`config.mk`:
```
export PLATFORM = sky130hd
export DESIGN_NAME = seg_scan_monitor
export DESIGN_NICKNAME = d
export VERILOG_FILES = /design/src/rtl/seg_scan_pkg.sv /design/src/rtl/seg_pattern_decode.sv /design/src/rtl/seg_scan_monitor.sv
export SDC_FILE = /design/constraint.sdc
export NUM_CORES = 1
export LEC_CHECK = 0
export ABC_AREA = 1
export ABC_CLOCK_PERIOD_IN_PS = 4800
export CORE_ASPECT_RATIO = 0.9
export CORE_MARGIN = 2
export CORE_UTILIZATION = 33
export CTS_CLUSTER_DIAMETER = 150
export CTS_CLUSTER_SIZE = 25
export DETAILED_ROUTE_END_ITERATION = 16
export PLACE_DENSITY = 0.61
export SLEW_MARGIN = 30
export SYNTH_ARGS = -nofsm -noshare
export SYNTH_HDL_FRONTEND = slang
export SYNTH_HIERARCHICAL = 1
export SYNTH_SLANG_ARGS = --single-unit
```
`constraint.sdc`:
```
create_clock -name clk -period 4.8 [get_ports clk]
set_clock_uncertainty 0.15 [all_clocks]
set_input_delay 0.72 -clock clk [delete_from_list [all_inputs] [get_ports clk]]
set_output_delay 0.72 -clock clk [all_outputs]
set_load 0.01 [all_outputs]
```
`src/rtl/seg_scan_pkg.sv`:
```
// Shared constants and helpers for the seven-segment scan monitor.
// Segment codes are active low in the order {a,b,c,d,e,f,g}.
package seg_scan_pkg;

  localparam int NUM_DIGITS = 8;

  localparam logic [6:0] SEG_0     = 7'h01;
  localparam logic [6:0] SEG_1     = 7'h4F;
  localparam logic [6:0] SEG_2     = 7'h12;
  localparam logic [6:0] SEG_3     = 7'h06;
  localparam logic [6:0] SEG_4     = 7'h4C;
  localparam logic [6:0] SEG_5     = 7'h24;
  localparam logic [6:0] SEG_6     = 7'h20;
  localparam logic [6:0] SEG_7     = 7'h0F;
  localparam logic [6:0] SEG_8     = 7'h00;
  localparam logic [6:0] SEG_9     = 7'h04;
  localparam logic [6:0] SEG_A     = 7'h08;
  localparam logic [6:0] SEG_B     = 7'h60;
  localparam logic [6:0] SEG_C     = 7'h31;
  localparam logic [6:0] SEG_D     = 7'h42;
  localparam logic [6:0] SEG_E     = 7'h30;
  localparam logic [6:0] SEG_F     = 7'h38;
  localparam logic [6:0] SEG_BLANK = 7'h7F;

  typedef struct packed {
    logic [NUM_DIGITS-1:0] an;
    logic [6:0]            seg;
  } sample_t;

  // True when exactly one active-low anode line is driven.
  function automatic logic one_low(input logic [NUM_DIGITS-1:0] an);
    return $onehot(~an);
  endfunction

endpackage

```
`src/rtl/seg_pattern_decode.sv`:
```
// Maps an active-low segment pattern back to its hex nibble.
// hit flags a table match; blank flags the all-segments-off pattern.
module seg_pattern_decode
  import seg_scan_pkg::*;
(
  input  logic [6:0] code,
  output logic [3:0] nibble,
  output logic       hit,
  output logic       blank
);

  always_comb begin
    nibble = 4'h0;
    hit    = 1'b1;
    blank  = (code == SEG_BLANK);
    case (code)
      SEG_0:   nibble = 4'h0;
      SEG_1:   nibble = 4'h1;
      SEG_2:   nibble = 4'h2;
      SEG_3:   nibble = 4'h3;
      SEG_4:   nibble = 4'h4;
      SEG_5:   nibble = 4'h5;
      SEG_6:   nibble = 4'h6;
      SEG_7:   nibble = 4'h7;
      SEG_8:   nibble = 4'h8;
      SEG_9:   nibble = 4'h9;
      SEG_A:   nibble = 4'hA;
      SEG_B:   nibble = 4'hB;
      SEG_C:   nibble = 4'hC;
      SEG_D:   nibble = 4'hD;
      SEG_E:   nibble = 4'hE;
      SEG_F:   nibble = 4'hF;
      default: hit = 1'b0;
    endcase
  end

endmodule

```
`src/rtl/seg_scan_monitor.sv`:
```
// Watches a multiplexed seven-segment bus, rebuilds the displayed digits
// and reports frame completion, undecodable patterns and anode overlap.
module seg_scan_monitor
  import seg_scan_pkg::*;
#(
  parameter int STABLE_CYCLES = 16
) (
  input  logic                    clk,
  input  logic                    reset,
  input  logic [6:0]              seg_in,
  input  logic [NUM_DIGITS-1:0]   an_in,
  output logic [4*NUM_DIGITS-1:0] digits,
  output logic [NUM_DIGITS-1:0]   digit_valid,
  output logic [NUM_DIGITS-1:0]   bad_mask,
  output logic                    anode_err,
  output logic                    frame_done,
  output logic [15:0]             frame_count
);

  localparam logic [15:0] CAP_AT = 16'(STABLE_CYCLES - 1);
  localparam logic [15:0] SAT_AT = 16'(STABLE_CYCLES);

  sample_t                     cur_sample;
  sample_t                     sample_reg;
  logic                        primed_reg;
  logic [15:0]                 cnt_reg;
  logic [NUM_DIGITS-1:0][3:0]  digits_reg;
  logic [NUM_DIGITS-1:0]       valid_reg;
  logic [NUM_DIGITS-1:0]       bad_reg;
  logic [NUM_DIGITS-1:0]       seen_reg;
  logic [NUM_DIGITS-1:0]       seen_next;
  logic                        anode_err_reg;
  logic                        frame_done_reg;
  logic [15:0]                 frame_count_reg;

  logic [3:0] dec_nibble;
  logic       dec_hit;
  logic       dec_blank;
  logic       capture;
  logic       single_low;
  logic       multi_low;
  logic       cap_digit;
  logic       frame_pulse;

  assign cur_sample = '{an: an_in, seg: seg_in};

  // primed_reg keeps the cleared sample register from counting as a
  // previous value, so the first sample after reset opens a fresh window.
  always_ff @(posedge clk) begin
    if (reset) begin
      sample_reg <= '0;
      primed_reg <= 1'b0;
      cnt_reg    <= '0;
    end else begin
      sample_reg <= cur_sample;
      primed_reg <= 1'b1;
      if (!primed_reg || cur_sample != sample_reg)
        cnt_reg <= '0;
      else if (cnt_reg != SAT_AT)
        cnt_reg <= cnt_reg + 16'd1;
    end
  end

  seg_pattern_decode u_decode (
    .code   (sample_reg.seg),
    .nibble (dec_nibble),
    .hit    (dec_hit),
    .blank  (dec_blank)
  );

  assign capture     = (cnt_reg == CAP_AT);
  assign single_low  = one_low(sample_reg.an);
  assign multi_low   = !single_low && (sample_reg.an != '1);
  assign cap_digit   = capture && single_low;
  assign frame_pulse = (seen_reg == '1);
  assign seen_next   = (frame_pulse ? '0 : seen_reg)
                     | (cap_digit ? ~sample_reg.an : '0);

  genvar gi;
  generate
    for (gi = 0; gi < NUM_DIGITS; gi++) begin : g_digit
      always_ff @(posedge clk) begin
        if (reset) begin
          digits_reg[gi] <= 4'h0;
          valid_reg[gi]  <= 1'b0;
          bad_reg[gi]    <= 1'b0;
        end else if (cap_digit && !sample_reg.an[gi]) begin
          if (dec_hit) begin
            digits_reg[gi] <= dec_nibble;
            valid_reg[gi]  <= 1'b1;
          end else begin
            valid_reg[gi] <= 1'b0;
            if (!dec_blank)
              bad_reg[gi] <= 1'b1;
          end
        end
      end
    end
  endgenerate

  // A capture landing on the frame_done edge seeds the next frame's mask.
  always_ff @(posedge clk) begin
    if (reset) begin
      seen_reg        <= '0;
      anode_err_reg   <= 1'b0;
      frame_done_reg  <= 1'b0;
      frame_count_reg <= '0;
    end else begin
      seen_reg       <= seen_next;
      frame_done_reg <= frame_pulse;
      if (frame_pulse)
        frame_count_reg <= frame_count_reg + 16'd1;
      if (capture && multi_low)
        anode_err_reg <= 1'b1;
    end
  end

  assign digits      = digits_reg;
  assign digit_valid = valid_reg;
  assign bad_mask    = bad_reg;
  assign anode_err   = anode_err_reg;
  assign frame_done  = frame_done_reg;
  assign frame_count = frame_count_reg;

endmodule

```
==> results_tabular.tex <==
% Auto-generated results table
\begin{tabular}{lr}
\hline
Metric & Value \\
\hline
\multicolumn{2}{l}{\textbf{Power}} \\
Comb pwr share & 9.4\% \\
Clk network pwr share & 39.9\% \\
Sequential group power & 896 µW \\
Internal Pwr Total & 1.29 mW \\
Proportion of power drawn by flip-flops and latches & 50.6\% \\
Switching part of the total power & between 20\% and 30\% \\
Reported combinational group power & roughly 170 µW \\
Power density over the cells & $\sim$260 nW/µm² \\
\multicolumn{2}{l}{\textbf{Logic synthesis}} \\
Flop and latch count out of synthesis & between 100 and 150 \\
Sequential-to-total area share from yosys stat & 38.6\% \\
Nets at Floorplan & between 800 and 900 \\
Count of flip-flops with a built-in enable after synthesis & 0 \\
Synth Warn \# & 6 \\
Share of flip-flops with an asynchronous set or reset & 0\% \\
Cell type with the largest total area after synthesis & sky130\_fd\_sc\_hd\_\_dfxtp\_1 \\
Synth Flop Type & sky130\_fd\_sc\_hd\_\_dfxtp\_1 \\
Area leader share & between 30 and 40\% \\
Yosys Instances & 814 \\
\multicolumn{2}{l}{\textbf{Critical path}} \\
Critical Path End Type & flop \\
End point of the critical path & digits[11] \\
CP Launch Point & sample\_reg[7] \\
Top cell by count, worst path & sky130\_fd\_sc\_hd\_\_fa\_1 \\
Endpoint of the most critical register-to-register path & digits[11] \\
Arrival time at the worst endpoint & 4.13 ns \\
Minimum setup slack among reg-to-reg paths & 0.81 ns \\
Buffers \& Inverters on Critical Path & 4 \\
\multicolumn{2}{l}{\textbf{Place}} \\
Pre-CTS setup slack & approximately 0.82 ns \\
Post-Place Cell Area & 6460 µm² \\
\multicolumn{2}{l}{\textbf{Job}} \\
OpenROAD warning count & 28 \\
\multicolumn{2}{l}{\textbf{Worst hold path}} \\
Worst hold path endpoint & bad\_mask[7] \\
Worst min-delay path startpoint & bad\_mask[7] \\
\multicolumn{2}{l}{\textbf{CTS}} \\
Total number of H-tree levels & 3 \\
Maximum number of buffers from clock root to sink & 2 \\
Clock tree from TritonCTS & built \\
Resize count post-CTS & 0 \\
Setup fix buffers added after clock tree synthesis & 0 \\
Insertion Delay late pin & 0.36 ns \\
CTS clock-pin slew for the worst setup and hold paths & 0.07 ns \\
Cts bufs inserted & 9 \\
\multicolumn{2}{l}{\textbf{Final timing}} \\
Share of the cycle needed by the critical path after routing & 83.0\% \\
Final critical-path setup slack & 0.814 ns \\
Slew margin rel. & 36.2\% \\
Total count of max-transition violations in the final report & 0 \\
\multicolumn{2}{l}{\textbf{GRT}} \\
Number of global-route vias before repair & 4222 \\
Residual overflow from global routing & 0 \\
Largest net degree at the start of global routing & 47 \\
Number of antenna violations at the first check in global routing & 0 \\
\multicolumn{2}{l}{\textbf{Detailed routing}} \\
Total iterations of the first detailed-routing run & 14 \\
Total number of vias & 4760 \\
DRC violations left & 6 \\
\multicolumn{2}{l}{\textbf{Floorplanning}} \\
Core area & 16200 µm² \\
FP Rows & around 44 \\
\multicolumn{2}{l}{\textbf{Status}} \\
Result of the run & finished with violations \\
Violated checks & design-rule violations \\
\multicolumn{2}{l}{\textbf{Final layout}} \\
Most frequent logic cell in the layout & sky130\_fd\_sc\_hd\_\_nand2\_1 \\
Commonest cells after routing, fill and taps aside & 210 x sky130\_fd\_sc\_hd\_\_nand2\_1, 148 x sky130\_fd\_sc\_hd\_\_inv\_1, 138 x sky130\_fd\_sc\_hd\_\_nor2\_1, 106 x sky130\_fd\_sc\_hd\_\_dfxtp\_1, 81 x sky130\_fd\_sc\_hd\_\_clkdlybuf4s50\_1 \\
Share of post-route cells with drive strength above 1 & 6.94\% \\
\hline
\end{tabular}
[tightest hold or removal path: stages, from the launching register on]
cell	delay, ns
sky130_fd_sc_hd__dfxtp_1	0.31
sky130_fd_sc_hd__inv_1	0.06
sky130_fd_sc_hd__a21oi_2	0.05
[logic make-up after synthesis]
group                      count (synthesis)  share of synthesized area (%)
AOI/OAI and AO/OA                         57                           5.85
DFF                                      106                           38.6
and+or+nand+nor                          453                           37.6
xor gates and xnor gates                  11                           1.75
buffers and inverters                    176                           13.1
adders and majority gates                 11                           3.05
[area by class of cell]
class                   instances  area (µm²)
fillers                      1694        9510
multi-input cells             532        2650
flip-flops and latches        106        2120
repair buffers                 86         846
inverters                     154         578
well taps                     207         259
clock buffers                  11         233
clock inverters                 5        37.5
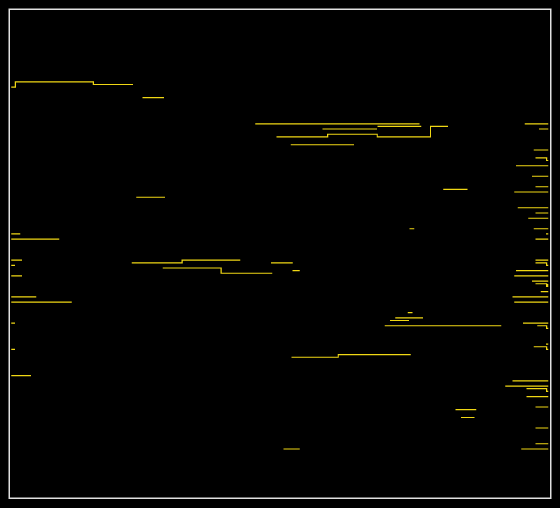
(images/layer_met3.png)
The layer holds 4.4% of the routed length. The layer carries 554 µm of wire. The longest straight run is 42.3 µm. 56 nets have wire on it. The wires run mostly horizontal.

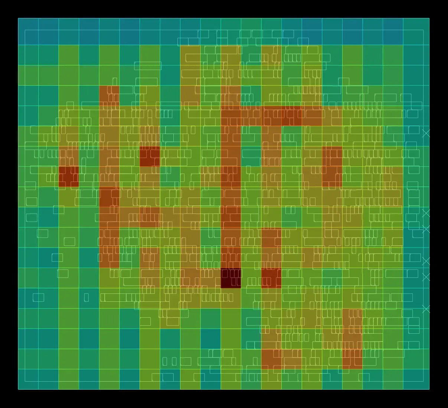
(images/congestion.png)
global-route met3 utilization: 3.17%
met2 Track Usage GR: 21.9%
DR WL/cell: 11.4 µm
most used routing layer: met2
met1 Track Usage GR: 20.4%

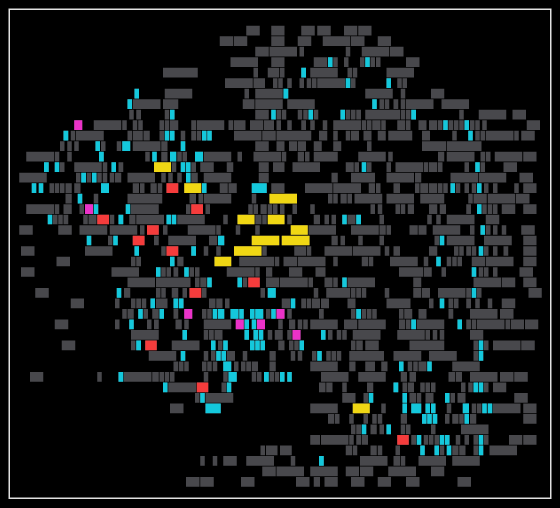
(images/logic_types.png)
Key: and/or cells = magenta [cells 7]; fa/ha/maj cells = yellow [cells 11, most used ha_1, where middle]; xor and xnor cells = red [cells 11, most used xnor2_1]; nor cells = cyan [cells 153, most used nor2_1]

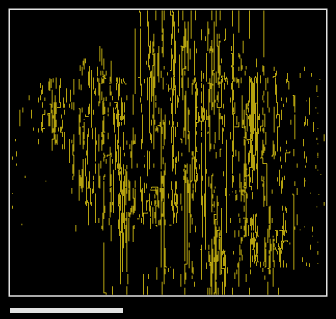
(images/layer_met2.png)
Bar = 50 µm.
The layer holds 42% of the routed length. 631 nets have wire on it. The longest straight run is 57.1 µm. The layer carries 5310 µm of wire.

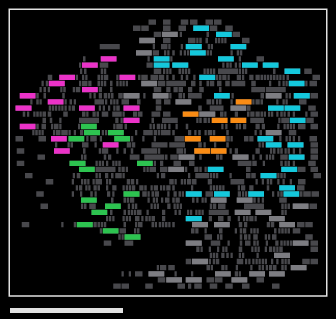
(images/flops_by_reg.png)
Bar = 50 µm. Other sequential cells in the stronger gray, the rest of the logic in the fainter gray.
Key: seen_reg = orange [sequential cells 8]; sample_reg = green [sequential cells 15, where left middle]; digits = cyan [sequential cells 32]; cnt_reg = magenta [sequential cells 16]
Another 35 sequential cells are not colored.

Power is estimated from default activity; no workload was simulated.
